### config.mk
export PLATFORM = sky130hd
export DESIGN_NAME = tile_stream_loader
export DESIGN_NICKNAME = d
export VERILOG_FILES = /design/src/rtl/tile_loader_pkg.sv /design/src/rtl/tile_stream_loader.sv
export SDC_FILE = /design/constraint.sdc
export NUM_CORES = 1
export LEC_CHECK = 0
export CAP_MARGIN = 15
export CORE_ASPECT_RATIO = 0.6
export CORE_UTILIZATION = 35
export CTS_CLUSTER_DIAMETER = 40
export CTS_CLUSTER_SIZE = 16
export DETAILED_ROUTE_END_ITERATION = 6
export PLACE_DENSITY = 0.58
export SYNTH_ARGS = -nofsm -noshare
export SYNTH_HDL_FRONTEND = slang
export SYNTH_SLANG_ARGS = --single-unit
### constraint.sdc
create_clock -name clock -period 5.4 [get_ports clock]
set_input_delay 1.08 -clock clock [delete_from_list [all_inputs] [get_ports clock]]
set_output_delay 1.08 -clock clock [all_outputs]
set_load 0.02 [all_outputs]
### src/rtl/tile_loader_pkg.sv
// Shared types and constants for the tile stream loader.
package tile_loader_pkg;

  typedef enum logic [1:0] {
    IDLE,
    LOAD,
    LAUNCH,
    WAIT_DONE
  } state_t;

  localparam logic [1:0] REGION_PROG = 2'b00;
  localparam logic [1:0] REGION_DATA = 2'b01;

  localparam logic [1:0] ERR_NONE    = 2'b00;
  localparam logic [1:0] ERR_REGION  = 2'b01;
  localparam logic [1:0] ERR_RANGE   = 2'b10;
  localparam logic [1:0] ERR_TIMEOUT = 2'b11;

endpackage

### src/rtl/tile_stream_loader.sv
// Streams a command's words into tile program/data memory over the mm port,
// then optionally starts the tile and waits for done with a timeout.
module tile_stream_loader
  import tile_loader_pkg::*;
#(
  parameter int unsigned DATA_WIDTH = 32,
  parameter int unsigned ADDR_WIDTH = 12,
  parameter int unsigned LEN_WIDTH  = 12,
  parameter int unsigned TMO_WIDTH  = 16
) (
  input  logic                  clock,
  input  logic                  reset,
  input  logic                  cmd_valid,
  output logic                  cmd_ready,
  input  logic [1:0]            cmd_region,
  input  logic [ADDR_WIDTH-3:0] cmd_base,
  input  logic [LEN_WIDTH-1:0]  cmd_len,
  input  logic                  cmd_launch,
  input  logic [TMO_WIDTH-1:0]  tmo_cycles,
  input  logic                  in_valid,
  input  logic [DATA_WIDTH-1:0] in_data,
  output logic                  in_ready,
  output logic                  mm_valid,
  output logic                  mm_write,
  output logic [ADDR_WIDTH-1:0] mm_addr,
  output logic [DATA_WIDTH-1:0] mm_wdata,
  input  logic                  mm_ready,
  output logic                  tile_start,
  input  logic                  tile_done,
  output logic                  busy,
  output logic                  err,
  output logic [1:0]            err_code,
  output logic [LEN_WIDTH-1:0]  words_written
);

  localparam int unsigned OFF_W = ADDR_WIDTH - 2;
  localparam int unsigned SUM_W = ((OFF_W > LEN_WIDTH) ? OFF_W : LEN_WIDTH) + 1;
  localparam logic [SUM_W-1:0]     OFF_SPAN = SUM_W'(1) << OFF_W;
  localparam logic [LEN_WIDTH-1:0] LEN_ONE  = LEN_WIDTH'(1);
  localparam logic [TMO_WIDTH-1:0] TMO_ONE  = TMO_WIDTH'(1);

  state_t state, state_next;

  logic [1:0]           region_q;
  logic [OFF_W-1:0]     base_q;
  logic [LEN_WIDTH-1:0] len_q;
  logic [LEN_WIDTH-1:0] idx;
  logic                 launch_q;
  logic [TMO_WIDTH-1:0] tmo_q;
  logic [TMO_WIDTH-1:0] tmo_cnt;
  logic                 wait_armed;

  logic cmd_fire, in_fire, mm_fire;
  logic region_bad, range_bad, last_write, done_seen, tmo_hit;

  assign cmd_ready  = (state == IDLE);
  assign busy       = (state != IDLE);
  assign tile_start = (state == LAUNCH);
  assign mm_write   = mm_valid;
  assign in_ready   = (state == LOAD) && (idx != len_q) && (!mm_valid || mm_ready);

  assign cmd_fire   = cmd_valid && cmd_ready;
  assign in_fire    = in_valid && in_ready;
  assign mm_fire    = mm_valid && mm_ready;
  assign region_bad = (cmd_region != REGION_PROG) && (cmd_region != REGION_DATA);
  // Widened sum so base+len cannot wrap before the range compare.
  assign range_bad  = (SUM_W'(cmd_base) + SUM_W'(cmd_len)) > OFF_SPAN;
  assign last_write = mm_fire && (words_written == len_q - LEN_ONE);
  // The tile clears done one cycle late, so done is only trusted once armed.
  assign done_seen  = wait_armed && tile_done;
  assign tmo_hit    = (state == WAIT_DONE) && !done_seen && (tmo_q != '0)
                      && (tmo_cnt == tmo_q - TMO_ONE);

  always_ff @(posedge clock or negedge reset) begin
    if (!reset) state <= IDLE;
    else        state <= state_next;
  end

  always_comb begin
    state_next = state;
    case (state)
      IDLE: begin
        if (cmd_fire && !region_bad && !range_bad) begin
          if (cmd_len != '0)   state_next = LOAD;
          else if (cmd_launch) state_next = LAUNCH;
        end
      end
      LOAD: begin
        if (last_write) state_next = launch_q ? LAUNCH : IDLE;
      end
      LAUNCH: state_next = WAIT_DONE;
      WAIT_DONE: begin
        if (done_seen || tmo_hit) state_next = IDLE;
      end
      default: state_next = IDLE;
    endcase
  end

  always_ff @(posedge clock or negedge reset) begin
    if (!reset) begin
      region_q      <= '0;
      base_q        <= '0;
      len_q         <= '0;
      idx           <= '0;
      launch_q      <= 1'b0;
      tmo_q         <= '0;
      tmo_cnt       <= '0;
      wait_armed    <= 1'b0;
      mm_valid      <= 1'b0;
      mm_addr       <= '0;
      mm_wdata      <= '0;
      words_written <= '0;
      err           <= 1'b0;
      err_code      <= ERR_NONE;
    end else begin
      if (cmd_fire) begin
        region_q      <= cmd_region;
        base_q        <= cmd_base;
        len_q         <= cmd_len;
        launch_q      <= cmd_launch;
        tmo_q         <= tmo_cycles;
        idx           <= '0;
        words_written <= '0;
        err           <= region_bad || range_bad;
        err_code      <= region_bad ? ERR_REGION : (range_bad ? ERR_RANGE : ERR_NONE);
      end

      // Single-entry holding register: refill on stream accept, else drain on mm accept.
      if (in_fire) begin
        mm_valid <= 1'b1;
        mm_addr  <= {region_q, base_q + OFF_W'(idx)};
        mm_wdata <= in_data;
        idx      <= idx + LEN_ONE;
      end else if (mm_fire) begin
        mm_valid <= 1'b0;
      end

      if (mm_fire) words_written <= words_written + LEN_ONE;

      if (state == LAUNCH) begin
        tmo_cnt    <= '0;
        wait_armed <= 1'b0;
      end else if (state == WAIT_DONE) begin
        tmo_cnt    <= tmo_cnt + TMO_ONE;
        wait_armed <= 1'b1;
      end

      if (tmo_hit) begin
        err      <= 1'b1;
        err_code <= ERR_TIMEOUT;
      end
    end
  end

endmodule

==> impl_metrics.env, run 1 <==
# source this file to load flow results
export IMPL_status="completed"
export IMPL_drv_slew=0
export IMPL_critPathSlowestCell="clkdlybuf4s50_1"
export IMPL_finalClockPeriodUsage=0.756
export IMPL_ys_seq_frac=0.453
export IMPL_synth_top_area_share=0.453
export IMPL_clock_latency_late_pin_ns=0.43
export IMPL_path_class="in -> out"
export IMPL_cts_max_path_buffers=2
export IMPL_row_count=40
export IMPL_yosys_stat_cells=776
export IMPL_wire_per_inst_um=15.9
export IMPL_fp_nets=882
export IMPL_r2r_end="state[1]"
export IMPL_cp_required_ns=4.32
export IMPL_fp_dieW_um=188
export IMPL_min_period_ns=4.08
export IMPL_path_clk_slew_ns=0.05
export IMPL_worst_slack_ns=1.32
export IMPL_edf_count=0
export IMPL_vdd_drop_max_mv=0.259
export IMPL_drc_errors=0
export IMPL_min_to="region_q[1]"
export IMPL_mux_share=0.0665
export IMPL_most_common_cell="nand2_1"
export IMPL_r2r_start="len_q[2]"
## run 1: registers in the layout, indices dropped and copies added (netlist names), 10 cells and up
name	flops
idx	12
tmo_q	16
base_q	10
tmo_cnt	16
mm_wdata	32
len_q	12
mm_addr	12
words_written	12
## run 1: how the worst max path moves through the flow
stage	from	end	slack, ns
finish	mm_ready	in_ready	1.32
global route	mm_ready	in_ready	1.04
CTS	mm_ready	in_ready	1.27
detailed placement	cmd_len[0]	state[0]	0.96
global placement	cmd_len[0]	state[0]	1.0
floorplan	cmd_base[0]	state[0]	1.67
## run 1: stage by stage
step / power [mW] / utilization / std cells / cell area, um^2 / hold slack [ns]
2_1_floorplan: 3.08 / - / 776 / 7280 / 0.442
3_3_place_gp: 3.90 / 0.444 / 1166 / 8980 / 0.463
3_5_place_dp: 3.92 / 0.444 / 1166 / 8980 / 0.463
4_1_cts: 5.20 / 0.476 / 1198 / 9620 / 0.484
5_1_grt: 5.53 / 0.476 / 1198 / 9620 / 0.499
6_report: 5.15 / 0.476 / 1198 / 9620 / 0.474
## run 1: where the power goes
| group | internal, mW | switching [mW] |
|---|---|---|
| clock network | 0.800 | 0.455 |
| logic | 1.03 | 1.12 |
| registers | 1.36 | 0.383 |
## run 1: critical path: cells and delay by family
| kind | cells | cell delay [ns] |
|---|---|---|
| buf+inv | 2 | 1.24 |
| simple gates | 2 | 0.67 |
## run 1: final cells by class
| cell class | instances | area (um^2) |
|---|---|---|
| Fill cell | 1966 | 10600 |
| Multi-Input combinational cell | 592 | 3770 |
| Sequential cell | 132 | 3300 |
| Timing Repair Buffer | 148 | 1480 |
| Clock buffer | 21 | 460 |
| Tap cell | 273 | 342 |
| Clock inverter | 11 | 175 |
| Inverter | 21 | 78.8 |
## run 1: cells by family (layout without fill, tap and decap cells)
logic type	after synthesis	in the layout
compound gates	124	124
xor+xnor	74	74
fa+ha+maj	27	27
buf+inv	52	201
flops	132	132
mux	44	44
simple gates	323	323
## run 1: layer usage
metal	GRT usage	part of all wire	up-vias
met5	0	0	-
met2	0.246	0.38	186
met1	0.300	0.54	2894
met4	0.0407	0.0066	0
met3	0.0591	0.071	12
li1	-	-	2963
## run 1: cell usage in the layout, fill, tap and decap left out, types with 25 or more instances in the layout
master           instances
nand2_1                165
xor2_1                  33
o21ai_0                 54
nand3_1                 37
clkdlybuf4s50_1        142
mux2_2                  35
dfrtp_1                132
nor2_1                  36
xnor2_1                 41
ha_1                    25
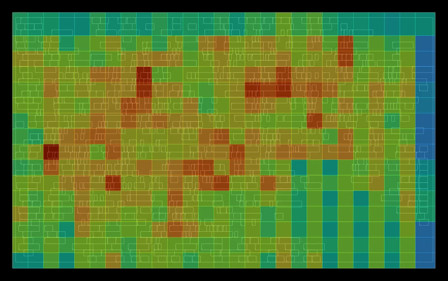
Figure 1: run 1, congestion heat map.
Core Util, Final: 0.476
met3 usage in global routing: 0.0591
GRT Max-Usage Layer: met1

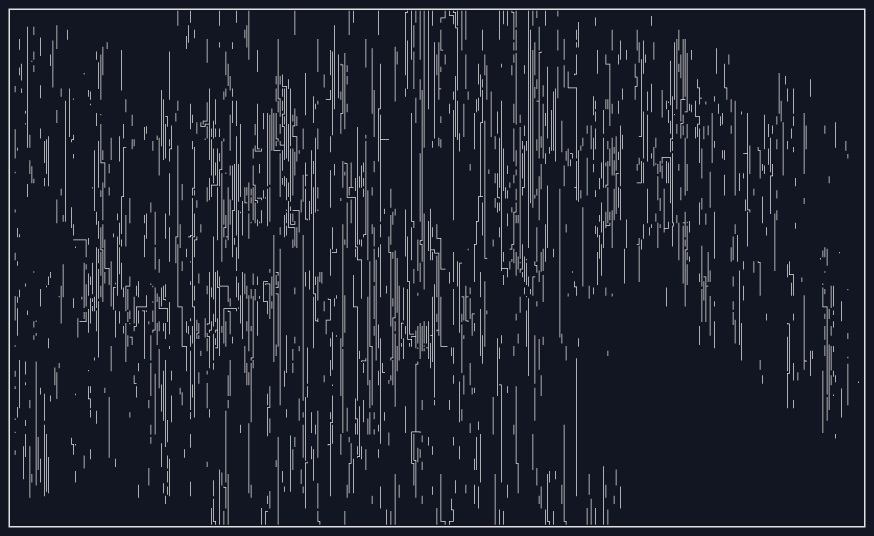
Figure 2: run 1, met2 routing.
- wire length on this layer: 7250 um
- nets with wire on the layer: 825
- longest straight run: 52.1 um
- main direction: vertical
- share of all routed wire: 38%

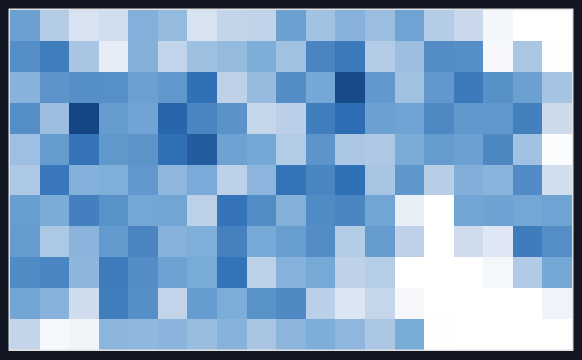
Figure 3: run 1, cell density map.
19 x 11 tiles, from white (low) to dark blue (high), 0 to 100% covered.
- mean over tiles: 43%
- nearly empty tiles: 8.1%
- fullest tile: 92%
core area: 20200 um^2
fp util: 0.360

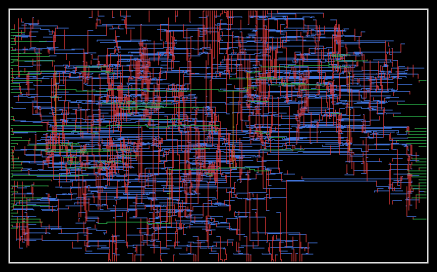
Figure 4: run 1, wiring by layer.
- blue: metal 1 (wire length 10300 um)
- orange: metal 4 (wire length 127 um)
- red: metal 2 (wire length 7250 um)
- green: metal 3 (wire length 1350 um)
Routed WL: 19.0 mm
vias after detailed routing: 6055
GRT Total Usage: 0.190

==> run 2, diff against run 1 <==
clock period = 4 ns   (was 5.4 ns; I/O delays follow)
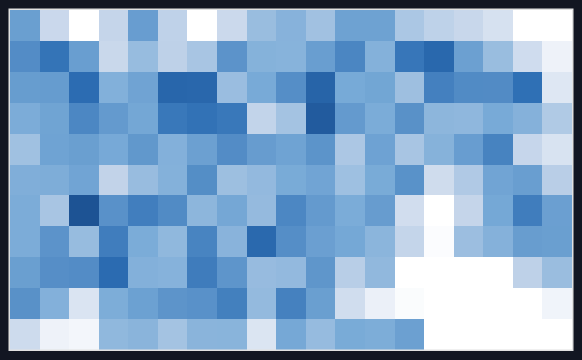
Figure 5: run 2, cell density map.
19 x 11 tiles, from white (low) to dark blue (high), 0 to 100% covered.
- emptiest ninth of the die: lower right
- tiles over 75% full: 4.3%
- mean over tiles: 43%
- fullest tile: 86%
- nearly empty tiles: 9.1%
Core Util, Final: 0.477

==> impl_metrics.env, run 2 <==
# source this file to load flow results
export IMPL_status="completed"
export IMPL_final_cells=1206
export IMPL_path_class="in -> reg"
export IMPL_clock_latency_late_pin_ns=0.42
export IMPL_yosys_stat_cells=776
export IMPL_fp_dieW_um=188
export IMPL_critPathSlowestCell="or4_1"
export IMPL_logic_area_um2=3770
export IMPL_grt_usage=0.191
export IMPL_most_common_cell="nand2_1"
export IMPL_wl_met3_mm=1.31
export IMPL_nFillCells=1956
export IMPL_edf_count=0
export IMPL_fp_util=0.360
export IMPL_register_area_um2=3300
export IMPL_wl_met1_mm=10.6
export IMPL_top_register="mm_wdata"
export IMPL_r2r_end="state[1]"
export IMPL_dpl_cell_count=1176
export IMPL_largest_reg_flops=32
export IMPL_startpoint="cmd_base[0]"
export IMPL_path_clk_slew_ns=0.06
export IMPL_cp_endpoint="state[0]"
export IMPL_layout_top_cell="nand2_1"
export IMPL_drv_slew=0
[run 2: cell types whose count changed in the layout (fill, tap and decap cells not counted), sizes merged]
cell / previous run / this run
buf: 6 / 16
clkinvlp: 2 / 3
inv: 22 / 21
clkinv: 4 / 5
bufinv: 4 / 2
clkbuf: 21 / 20
[run 2: worst max-delay path, delay by kind of cell]
kind / cells / cell delay (ns)
and+or+nand+nor: 4 / 1.32
AOI/OAI and AO/OA: 4 / 0.83
adders and majority gates: 2 / 0.66
buffers and inverters: 1 / 0.44
[run 2: power by group]
part	internal, mW	switching (mW)
sequential	1.84	0.526
combinational	1.42	1.52
clock	0.953	0.581
[run 2: final cells by class]
type,instances,share of cell area
multi-input cells,592,0.391
flip-flops and latches,132,0.343
clock buffers,20,0.0484
inverters,21,0.00818
clock inverters,10,0.0112
repair buffers,158,0.163
well taps,273,0.0354
[run 2: kinds of logic (layout without fill, tap and decap cells)]
kind of cell / count (synthesis) / count (layout) / share of synthesized area
AND/OR/NAND/NOR: 323 / 323 / 0.204
flip-flops: 132 / 132 / 0.453
AND-OR/OR-AND: 124 / 124 / 0.109
XOR/XNOR: 74 / 74 / 0.0890
buffers and inverters: 52 / 209 / 0.0289
multiplexers: 44 / 44 / 0.0665
adder cells (fa/ha/maj): 27 / 27 / 0.0484
[run 2: worst min path at each step]
stage,to,slack (ns),cells past startpoint
2_1_floorplan,region_q[0],0.44,2
3_5_place_dp,region_q[0],0.47,2
4_1_cts,mm_wdata[1],0.48,1
6_report,mm_wdata[2],0.45,1
3_3_place_gp,region_q[0],0.46,2
5_1_grt,mm_wdata[2],0.50,1
[run 2: routing by layer]
layer / vias up / GRT usage
li1: 2990 / -
met2: 180 / 0.240
met4: 0 / 0.0417
met3: 9 / 0.0618
met5: - / 0
met1: 2869 / 0.304
[run 2: per-stage QoR]
step                       util  hold WS [ns]
final                     0.477         0.447
after floorplan               -         0.442
after global placement    0.448         0.461
after CTS                 0.477         0.482
after detailed placement  0.448         0.468
after global routing      0.477         0.502
==> run 3, diff against run 2 <==
CORE_UTILIZATION = 52   (was 35)
PLACE_DENSITY = 0.8   (was 0.58)
SLEW_MARGIN = 5   (was default)
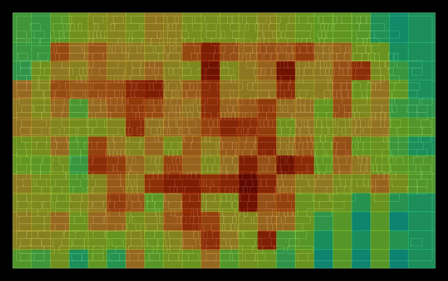
Figure 6: run 3, congestion heat map.
Core Util, Final: 0.699
routed len/inst: 18.0 um
GR met1 Demand/Resource: 0.432
routing usage on met2: 0.408

==> impl_metrics.env, run 3 <==
# source this file to load flow results
export IMPL_fp_dieW_um=155
export IMPL_largest_reg_flops=32
export IMPL_dpl_cell_count=1091
export IMPL_holdWs_ns=0.443
export IMPL_pwr_share_clk=0.237
export IMPL_critPathSlowestCell="or4_1"
export IMPL_logic_family="simple AND/OR/NAND/NOR gates"
export IMPL_path_class="in -> reg"
export IMPL_grt_usage=0.293
export IMPL_mux_share=0.0665
export IMPL_path_clk_slew_ns=0.07
export IMPL_pwr_share_comb=0.426
export IMPL_p_sw_mw=2.85
export IMPL_status="completed"
export IMPL_adder_share=0.0484
export IMPL_layout_top_cell="nand2_1"
export IMPL_fp_util=0.533
export IMPL_xor_share=0.0890
export IMPL_top_register="mm_wdata"
export IMPL_most_common_cell="nand2_1"
[run 3: cell count changes in the layout (fill, tap and decap cells not counted), sizes merged]
cell | before | now
clkinv | 5 | 2
clkbuf | 20 | 17
buf | 16 | 12
inv | 21 | 31
clkinvlp | 3 | 1
[run 3: final cells by class]
type	instances	area (um^2)
clock inverter	15	205
inverter	21	78.8
fill	1033	4110
clock buffer	17	425
sequential	132	3300
timing repair buffer	154	1530
tap	192	240
multi-input combinational	592	3770
[run 3: worst paths after layout]
kind	slack (ns)	to	start
setup / recovery	0.43	state[0]	cmd_base[0]
hold / removal	0.44	words_written[2]	reset
setup reg to reg	1.00	state[1]	len_q[1]
hold reg to reg	0.48	mm_addr[4]	mm_addr[4]
max in group asynchronous	2.67	err_code[0]	reset
min in group clock	0.48	mm_addr[4]	mm_addr[4]
[run 3: metal layers]
metal	vias to the layer above	share of wire	global-route usage
met3	19	0.11	0.106
li1	2996	-	-
met1	3018	0.47	0.432
met5	-	0	0
met4	0	0.011	0.0644
met2	340	0.41	0.408
[run 3: through the flow]
stage                     setup WS (ns)  power, mW
after CTS                         0.460       7.05
after floorplan                   0.549       4.16
after detailed placement         0.0315       5.34
final                             0.428       7.06
after global routing              0.305       7.48
after global placement           0.0661       5.26
[run 3: cell families after synthesis]
family	after synthesis
AND/OR/NAND/NOR	323
flip-flops	132
AND-OR/OR-AND	124
XOR/XNOR	74
buffers and inverters	52
multiplexers	44
adder cells (fa/ha/maj)	27
[run 3: power groups by stage]
stage / combinational (mW) / sequential (mW) / clock [mW]
5_1_grt: 3.28 / 2.45 / 1.75
3_3_place_gp: 2.91 / 2.36 / 0
4_1_cts: 3.00 / 2.37 / 1.69
2_1_floorplan: 1.68 / 2.49 / 0
6_report: 3.01 / 2.38 / 1.67
3_5_place_dp: 2.95 / 2.38 / 0
[run 3: worst max-delay path, delay by kind of cell]
kind                       cells  cell delay [ns]
AOI/OAI and AO/OA              4             0.71
adders and majority gates      2             0.67
buffers and inverters          1             0.43
and+or+nand+nor                4             1.30

==> gallery <==
Logic cells by family.
panel A
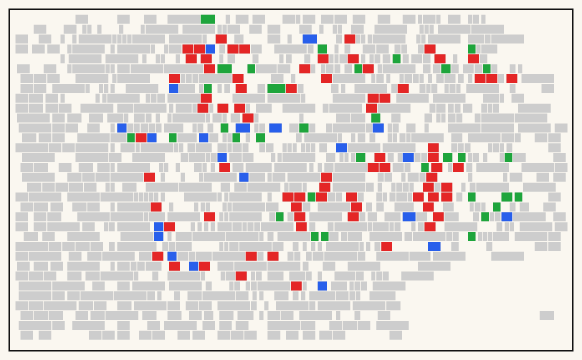
panel B
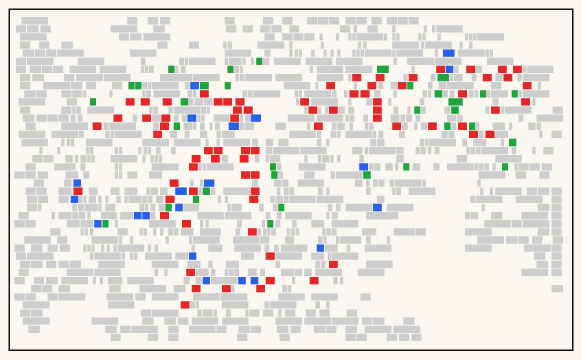
| picture | from |
|---|---|
| panel B | run 2 |
| panel A | run 3 |

Key to panel A:
- blue: non-inverting ao/oa cells (cells 21)
- red: xor and xnor cells (cells 74)
- green: and/or cells (cells 33)

Power figures rest on the tool's default switching activity, not on a simulated workload.
